File: src/rtl/dmem_port_arbiter_pkg.sv
// Shared encodings for the data-memory port arbiter: access sizes, FSM states and owner tags.
package mem_pkg;

  localparam logic [1:0] SZ_WORD = 2'b00;
  localparam logic [1:0] SZ_HALF = 2'b01;
  localparam logic [1:0] SZ_BYTE = 2'b10;

  typedef enum logic [1:0] {
    ST_IDLE = 2'b00,
    ST_BUSY = 2'b01,
    ST_DONE = 2'b10
  } state_e;

  typedef enum logic [1:0] {
    OWNER_NONE = 2'b00,
    OWNER_I    = 2'b01,
    OWNER_D    = 2'b10
  } owner_e;

endpackage

File: src/rtl/dmem_port_arbiter_starve.sv
// Winner select for the shared memory port: data side has priority unless fetch has lost
// STARVE conflicts in a row, in which case fetch wins the next conflict.
module arb_starve_ctr
  import mem_pkg::*;
#(
  parameter int STARVE = 4
) (
  input  logic clk,
  input  logic rst_n,
  input  logic i_fetch_req,
  input  logic i_data_req,
  input  logic i_grant_en,
  output logic o_grant_fetch
);

  localparam int SW = (STARVE > 0) ? $clog2(STARVE + 1) : 1;
  localparam logic [SW-1:0] SAT = SW'(STARVE);

  logic [SW-1:0] r_cnt;
  logic          w_sat;

  assign w_sat         = (r_cnt == SAT);
  assign o_grant_fetch = i_fetch_req & (~i_data_req | w_sat);

  // Counter only moves on an actual grant; a lost conflict is a grant to D while I was asking.
  always_ff @(posedge clk) begin
    if (!rst_n) begin
      r_cnt <= '0;
    end else if (i_grant_en) begin
      if (o_grant_fetch) begin
        r_cnt <= '0;
      end else if (i_fetch_req && !w_sat) begin
        r_cnt <= r_cnt + 1'b1;
      end
    end
  end

endmodule

File: src/rtl/dmem_port_arbiter.sv
// Two-requester arbiter in front of a single-ported, variable-latency data memory with
// one access in flight, registered done pulses and a watchdog that aborts hung accesses.
module dmem_port_arbiter
  import mem_pkg::*;
#(
  parameter int AW      = 32,
  parameter int DW      = 32,
  parameter int STARVE  = 4,
  parameter int TIMEOUT = 64
) (
  input  logic          clk,
  input  logic          rst_n,
  input  logic          i_req,
  input  logic [AW-1:0] i_addr,
  output logic          i_done,
  output logic [DW-1:0] i_rdata,
  input  logic          d_req,
  input  logic          d_we,
  input  logic [1:0]    d_size,
  input  logic [AW-1:0] d_addr,
  input  logic [DW-1:0] d_wdata,
  output logic          d_done,
  output logic [DW-1:0] d_rdata,
  output logic          err,
  output logic          stall,
  output logic          mem_req,
  output logic          mem_we,
  output logic [1:0]    mem_size,
  output logic [AW-1:0] mem_addr,
  output logic [DW-1:0] mem_wdata,
  input  logic          mem_ready,
  input  logic [DW-1:0] mem_rdata
);

  localparam int WW = (TIMEOUT > 1) ? $clog2(TIMEOUT + 1) : 1;
  localparam logic [WW-1:0] WAIT_LAST = (TIMEOUT > 0) ? WW'(TIMEOUT - 1) : '0;

  state_e        r_state, w_state_next;
  owner_e        r_owner;
  logic [WW-1:0] r_wait;
  logic [DW-1:0] r_data;
  logic          r_abort;
  logic          r_i_done, r_d_done, r_err;
  logic [DW-1:0] r_i_rdata, r_d_rdata;
  logic          r_mem_req, r_mem_we;
  logic [1:0]    r_mem_size;
  logic [AW-1:0] r_mem_addr;
  logic [DW-1:0] r_mem_wdata;

  logic w_grant_en, w_grant_i, w_capture, w_abort, w_timeout_hit;

  arb_starve_ctr #(
    .STARVE(STARVE)
  ) u_starve (
    .clk          (clk),
    .rst_n        (rst_n),
    .i_fetch_req  (i_req),
    .i_data_req   (d_req),
    .i_grant_en   (w_grant_en),
    .o_grant_fetch(w_grant_i)
  );

  assign w_timeout_hit = (TIMEOUT != 0) && (r_wait == WAIT_LAST);

  always_comb begin
    w_state_next = r_state;
    w_grant_en   = 1'b0;
    w_capture    = 1'b0;
    w_abort      = 1'b0;
    unique case (r_state)
      // The done-pulse cycle still sees the finished requester's req, so no grant then.
      ST_IDLE: begin
        if ((i_req || d_req) && !r_i_done && !r_d_done) begin
          w_grant_en   = 1'b1;
          w_state_next = ST_BUSY;
        end
      end
      ST_BUSY: begin
        if (mem_ready) begin
          w_capture    = 1'b1;
          w_state_next = ST_DONE;
        end else if (w_timeout_hit) begin
          w_abort      = 1'b1;
          w_state_next = ST_DONE;
        end
      end
      ST_DONE: w_state_next = ST_IDLE;
      default: w_state_next = ST_IDLE;
    endcase
  end

  always_ff @(posedge clk) begin
    if (!rst_n) begin
      r_state <= ST_IDLE;
    end else begin
      r_state <= w_state_next;
    end
  end

  always_ff @(posedge clk) begin
    if (!rst_n) begin
      r_owner     <= OWNER_NONE;
      r_wait      <= '0;
      r_data      <= '0;
      r_abort     <= 1'b0;
      r_i_done    <= 1'b0;
      r_d_done    <= 1'b0;
      r_err       <= 1'b0;
      r_i_rdata   <= '0;
      r_d_rdata   <= '0;
      r_mem_req   <= 1'b0;
      r_mem_we    <= 1'b0;
      r_mem_size  <= SZ_WORD;
      r_mem_addr  <= '0;
      r_mem_wdata <= '0;
    end else begin
      r_i_done <= 1'b0;
      r_d_done <= 1'b0;
      r_err    <= 1'b0;
      if (w_grant_en) begin
        r_owner     <= w_grant_i ? OWNER_I : OWNER_D;
        r_wait      <= '0;
        r_mem_req   <= 1'b1;
        r_mem_we    <= w_grant_i ? 1'b0 : d_we;
        r_mem_size  <= w_grant_i ? SZ_WORD : d_size;
        r_mem_addr  <= w_grant_i ? i_addr : d_addr;
        r_mem_wdata <= w_grant_i ? '0 : d_wdata;
      end
      if (w_capture) begin
        r_mem_req <= 1'b0;
        r_data    <= mem_rdata;
        r_abort   <= 1'b0;
      end else if (w_abort) begin
        r_mem_req <= 1'b0;
        r_data    <= '0;
        r_abort   <= 1'b1;
      end else if (r_state == ST_BUSY) begin
        r_wait <= r_wait + 1'b1;
      end
      // Read data is published together with the done pulse so it holds between dones.
      if (r_state == ST_DONE) begin
        if (r_owner == OWNER_I) begin
          r_i_done  <= 1'b1;
          r_i_rdata <= r_data;
        end else begin
          r_d_done  <= 1'b1;
          r_d_rdata <= r_data;
        end
        r_err   <= r_abort;
        r_owner <= OWNER_NONE;
      end
    end
  end

  assign i_done    = r_i_done;
  assign d_done    = r_d_done;
  assign err       = r_err;
  assign i_rdata   = r_i_rdata;
  assign d_rdata   = r_d_rdata;
  assign mem_req   = r_mem_req;
  assign mem_we    = r_mem_we;
  assign mem_size  = r_mem_size;
  assign mem_addr  = r_mem_addr;
  assign mem_wdata = r_mem_wdata;
  assign stall     = (i_req & ~r_i_done) | (d_req & ~r_d_done);

endmodule

File: config.mk
export PLATFORM = sky130hd
export DESIGN_NAME = dmem_port_arbiter
export DESIGN_NICKNAME = d
export VERILOG_FILES = /design/src/rtl/dmem_port_arbiter_pkg.sv /design/src/rtl/dmem_port_arbiter_starve.sv /design/src/rtl/dmem_port_arbiter.sv
export SDC_FILE = /design/constraint.sdc
export NUM_CORES = 1
export LEC_CHECK = 0
export ABC_AREA = 1
export CORE_ASPECT_RATIO = 0.9
export CORE_MARGIN = 2
export CORE_UTILIZATION = 47
export CTS_CLUSTER_DIAMETER = 200
export CTS_CLUSTER_SIZE = 25
export DETAILED_ROUTE_END_ITERATION = 12
export PLACE_DENSITY_LB_ADDON = 0.08
export SYNTH_ARGS = -nofsm -noshare
export SYNTH_HDL_FRONTEND = slang
export SYNTH_SLANG_ARGS = --single-unit
File: constraint.sdc
create_clock -name clk -period 3.7 [get_ports clk]
set_input_delay 0.37 -clock clk [delete_from_list [all_inputs] [get_ports clk]]
set_output_delay 0.37 -clock clk [all_outputs]
set_load 0.02 [all_outputs]
==> run notes, run 1 <==
Implementation numbers.

- The flow ran to the end, and the final reports show no timing, DRC or antenna violations.
- The number of antenna repair diodes is 0.
- The worst register-to-register path has a depth of 7.
- Per the detail_route report, the via count comes to 6,913.
- Setup violations remaining at the end of the flow were counted as 0.
- In this run the critical register-to-register path is launched from r_owner[0].
- The worst register-to-register path has a setup slack of 1570 ps.
- For reference, the post-synthesis area per instance comes to 7.486 um^2.
- For this run, combinational gates with multiple inputs come to 641.
- Once layout is complete, the cells apart from fillers number 1,377.
- The overall die size recorded for this design is 15,750 um^2.
- The cell type contributing the most total cell area after synthesis is dfxtp_1.
- Final hold analysis gives a worst-case slack of 444.4 ps.
- The switching power share of the total is 25.41%.
- The tapcell count is 198.
- The design draws 0.004797 W.
- The sequential cell power is 0.00212 W.
- After Yosys synthesis, AND-OR and OR-AND compound gates account for 15.60% of the synthesized area.
- Relative to the synthesized area, the layout overhead comes to 48.83%.
- The max-cap check violation count is 0.
- The routing usage on met1 is 32.46%.
- The path with the worst hold slack has its endpoint at err.
- The tree built by TritonCTS fans out to 182 sinks.
- Entering global routing, the biggest net connects 91 pins.
- The area-dominant cell class after layout is flip-flops and latches.
- In this run the power density over the cells is 464.5 nW/um^2.
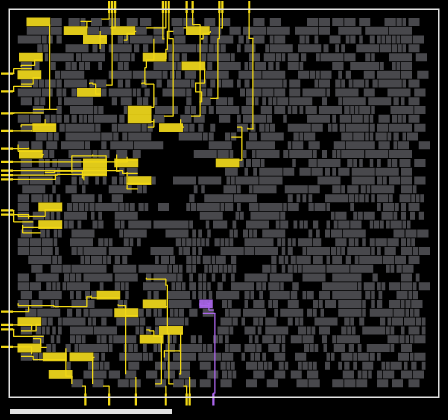
**Above:** run 1 (I/O nets highlighted).
The bar under the picture is 50 um long.
`mem_ready` -> purple  # bits 1, direction input, edge south, end cells 3, buffers 1, wire 37.0 um
`d_rdata` -> yellow  # bits 32, direction output, edge 15 west, 11 north, 6 south, end cells 32, buffers 32, wire 930 um
ports placed on the boundary: 272
buffers added on ports: 271

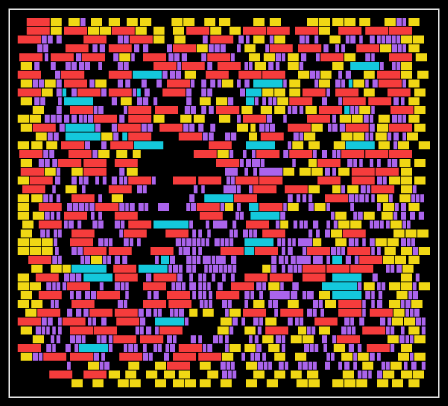
**Above:** run 1 (placed cells, one color a class).
registers -> red  # cells 182
remaining logic cells -> purple  # cells 683
remaining buffers and delay cells -> yellow  # cells 282
clock drivers and dummy loads -> cyan  # cells 32
cell area after layout: 10,330 um^2
end-of-flow core utilization: 70.95%
std cell rows: 42

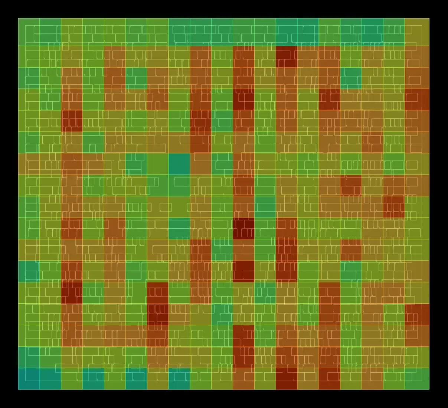
**Above:** run 1 (routing congestion map).
met3 capacity usage during global routing: 8.259%
Routed wire per std cell: 14.92 um
gr busiest metal: met2
global routing met2 resource utilization: 42.12%

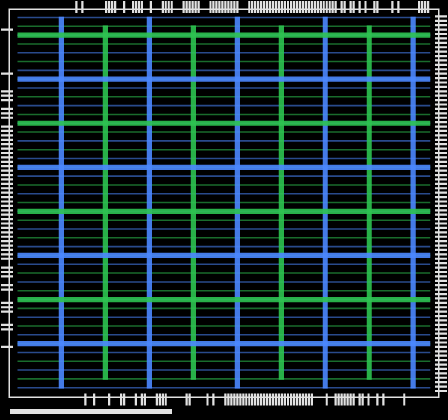
**Above:** run 1 (power grid).
The bar under the picture is 50 um long. Pins as bars on the die edge.
VDD -> green
VSS -> blue
met5 straps = 8
met1 rails = 43
rows = 42
die boundary height: 119.3 um
VDD IR-drop max: 0.3786 mV
core region area: 14,560 um^2
Die Wd: 132.1 um

**Run 1: cell area per tile**

The bar under the picture is 50 um long. 13 x 12 tiles, from black (low) to pale yellow (high), 0 to 100% covered.
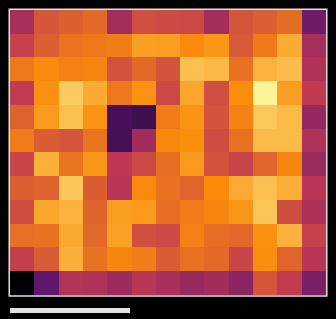

## Run 2: what changed since run 1
--- a/config.mk
+++ b/config.mk
@@ -8,7 +8,7 @@
 export ABC_AREA = 1
 export CORE_ASPECT_RATIO = 0.9
 export CORE_MARGIN = 2
-export CORE_UTILIZATION = 47
+export CORE_UTILIZATION = 39
 export CTS_CLUSTER_DIAMETER = 200
 export CTS_CLUSTER_SIZE = 25
 export DETAILED_ROUTE_END_ITERATION = 12
==> constraint.sdc (replaced) <==
create_clock -name clk -period 1.97 [get_ports clk]
set_input_delay 0.197 -clock clk [delete_from_list [all_inputs] [get_ports clk]]
set_output_delay 0.197 -clock clk [all_outputs]
set_load 0.02 [all_outputs]
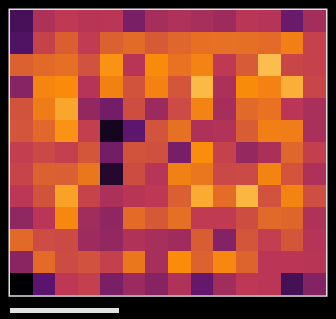
**Above:** run 2 (cell area per tile).
The bar under the picture is 50 um long. 14 x 13 tiles, from black (low) to pale yellow (high), 0 to 100% covered.
mean over tiles = 55%
tiles over 75% full = 5.5%
nearly empty tiles = 0.50%
fullest tile = 86%
FP Core Util: 39.53%
core region area: 17,550 um^2
end-of-flow core utilization: 60.28%

==> run notes, run 2 <==
Implementation numbers.

- Run status: complete, no violations (unchanged).
- The growth of design area from synthesis to finish came to 52.49% (was 48.83%).
- The worst supply voltage drop on vdd is 0.6098 mV (was 0.3786 mV).
- The cell type contributing the most total cell area after synthesis is dfxtp_1 (unchanged).
- The number of setup violations in the final report was 0 (unchanged).
- The complex-gate fraction of the synthesized area is 15.60% (unchanged).
- The launch instance of the worst register-to-register path was u_starve.r_cnt[0] (was r_owner[0]).
- The clock sink count is 182 (unchanged).
- The area-dominant cell class after layout was flip-flops and latches (unchanged).
- The maximum number of pins on one net before global-route repair came to 49 (was 91).
- The startpoint of the most critical setup path is i_done (was d_req).
- Series of cell instances along the critical path: clkdlybuf4s50_1 (was clkdlybuf4s50_1 > inv_1 > o22ai_1 > clkdlybuf4s50_1).
- The I/O pin count is 272 (unchanged).
- The die height is 130.5 um (was 119.3 um).
- The sequential cell power is 0.00398 W (was 0.00212 W).
- The endpoint with the worst hold slack is d_rdata[13] (was err).
- The tally of buffers added on design ports was 271 (unchanged).
- The routing usage on met2 is 35.43% (was 42.12%).
- The required arrival time at the worst endpoint was 1770 ps (was 3330 ps).
- The number of standard cells in the layout, taps in and fillers out was 1,439 (was 1,377).
- The number of antenna repair diodes is 0 (unchanged).
- The total power is 0.008856 W (was 0.004797 W).
- The share of flip-flops with an asynchronous set or reset after synthesis is 0% (unchanged).
- The total number of vias was 6,816 (was 6,913).
- The largest family of logic cells by area was simple AND/OR/NAND/NOR gates (unchanged).
- The met3 usage in global routing was 7.690% (was 8.259%).
- The total die area is 18,880 um^2 (was 15,750 um^2).
- The tapcell count was 240 (was 198).
- The first-pass GRT wire length was 31,730 um (was 32,770 um).
- The max-cap check violation count is 0 (unchanged).
- The static leakage is 4.284 nW (was 4.173 nW).
- The final design area excluding fillers was 10,580 um^2 (was 10,330 um^2).
- The endpoint of the most critical setup path is i_done (was stall).
- The routing usage on met1 is 26.93% (was 32.46%).
- The average detailed-routed wire length per instance is 14.45 um (was 14.92 um).
- The average cell area after synthesis is 7.486 um^2 (unchanged).
- The global-route layer with the greatest usage is met2 (unchanged).
- The multi-input gate count is 641 (unchanged).
- The worst hold slack across all endpoints came to 156.4 ps (was 444.4 ps).
- The minimum setup slack among reg-to-reg paths is 410 ps (was 1570 ps).
- The power density relative to cell area is 836.9 nW/um^2 (was 464.5 nW/um^2).
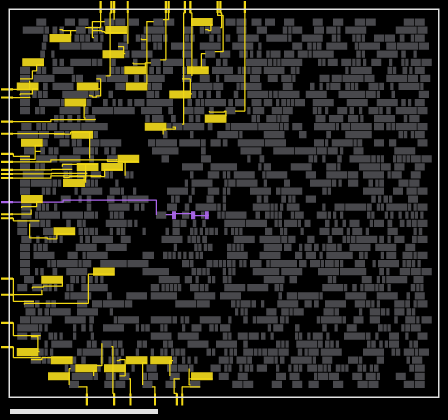
**Above:** run 2 (I/O nets highlighted).
The bar under the picture is 50 um long.
`mem_ready` -> purple  # bits 1, direction input, edge west, end cells 3, buffers 1, wire 70.6 um
`d_rdata` -> yellow  # bits 32, direction output, edge 15 west, 11 north, 6 south, end cells 32, buffers 32, wire 903 um

**Run 2: routing congestion map**

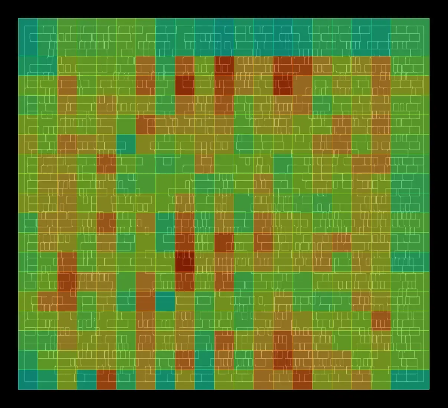

## Run 3: what changed since run 2
==> constraint.sdc (replaced) <==
create_clock -name clk -period 1.5 [get_ports clk]
set_input_delay 0.15 -clock clk [delete_from_list [all_inputs] [get_ports clk]]
set_output_delay 0.15 -clock clk [all_outputs]
set_load 0.02 [all_outputs]
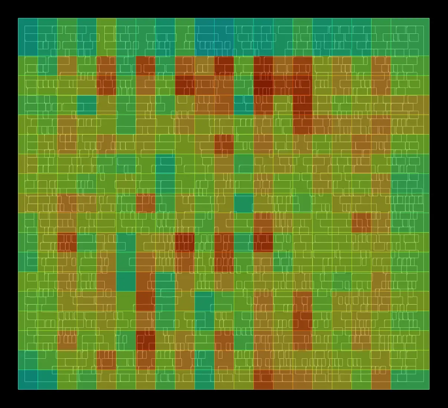
**Above:** run 3 (routing congestion map).
Routed wire per std cell: 15.02 um
All-Layer GR Usage: 21.25%
met1 GRT Util: 26.66%
end-of-flow core utilization: 62.64%
global routing met2 resource utilization: 35.27%

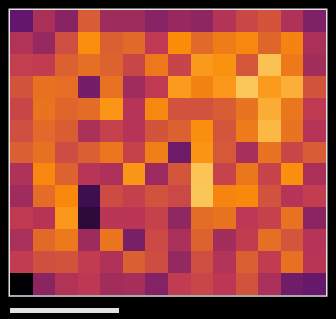
**Above:** run 3 (cell area per tile).
The bar under the picture is 50 um long. 14 x 13 tiles, from black (low) to pale yellow (high), 0 to 100% covered.

==> run notes, run 3 <==
Implementation numbers.

- The effective utilization at floorplan was 39.53% (unchanged).
- The count of yosys warnings during synthesis is 0 (unchanged).
- The clock sink count is 182 (unchanged).
- The power density relative to cell area is 1094 nW/um^2 (was 836.9 nW/um^2).
- The static leakage is 5.110 nW (was 4.284 nW).
- The number of setup violations in the final report is 0 (unchanged).
- The tally of buffers added on design ports is 271 (unchanged).
- The startpoint of the most critical setup path is u_starve.r_cnt[1] (was i_done).
- The multi-input gate count came to 641 (unchanged).
- The total die area is 18,880 um^2 (unchanged).
- The average cell area after synthesis is 7.486 um^2 (unchanged).
- The met3 usage in global routing is 7.289% (was 7.690%).
- The total number of vias is 6,971 (was 6,816).
- The total power is 0.01203 W (was 0.008856 W).
- Run status: complete, no violations (unchanged).
- The max-cap check violation count is 0 (unchanged).
- The required arrival time at the worst endpoint is 1850 ps (was 1770 ps).
- The floorplan die width came to 144.6 um (unchanged).
- The sequential cell power was 0.00523 W (was 0.00398 W).
- The number of standard cells in the layout, taps in and fillers out was 1,457 (was 1,439).
- The tapcell count came to 240 (unchanged).
- The complex-gate fraction of the synthesized area was 15.60% (unchanged).
- The die height came to 130.5 um (unchanged).
- The final design area excluding fillers is 11,000 um^2 (was 10,580 um^2).
- The endpoint of the worst register-to-register path is mem_wdata[10] (was mem_wdata[6]).
- The number of sequential cells in the layout is 182 (unchanged).
- The number of antenna repair diodes came to 1 (was 0).
- The endpoint with the worst hold slack is d_rdata[14] (was d_rdata[13]).
- The largest fanout on the critical path was 6 (was 3).
- The largest family of logic cells by area was simple AND/OR/NAND/NOR gates (unchanged).
- The growth of design area from synthesis to finish is 58.47% (was 52.49%).
- The share of flip-flops with an asynchronous set or reset after synthesis is 0% (unchanged).
- The residual overflow from global routing came to 0 (unchanged).
- The internal cell power is 0.008784 W (was 0.006352 W).
- The core outline area is 17,550 um^2 (unchanged).
- Most used standard cells in the synthesized netlist: 254 x nand2_1, 182 x dfxtp_1, 127 x a21oi_1, 90 x nor2_1, 84 x o21ai_0 (unchanged).
- Series of cell instances along the critical path: inv_2 > ha_4 > nand2_2 > nand2_4 > nand2_4 > inv_4 > nor2_8 > clkbuf_16 > nand2_4 > a21oi_2 (was clkdlybuf4s50_1).
- The worst hold slack across all endpoints came to 70.79 ps (was 156.4 ps).
- The launch instance of the worst register-to-register path is u_starve.r_cnt[1] (was u_starve.r_cnt[0]).
- The violation count after the first detailed-routing iteration is 266 (was 265).
- The worst supply voltage drop on vdd is 0.8536 mV (was 0.6098 mV).
- The cell type contributing the most total cell area after synthesis is dfxtp_1 (unchanged).
- The global-route layer with the greatest usage is met2 (unchanged).
- The floorplan row count is 46 (unchanged).
- The I/O pin count is 272 (unchanged).
- The worst-case reg-to-reg path depth is 10 (unchanged).
Power figures rest on the tool's default switching activity, not on a simulated workload.
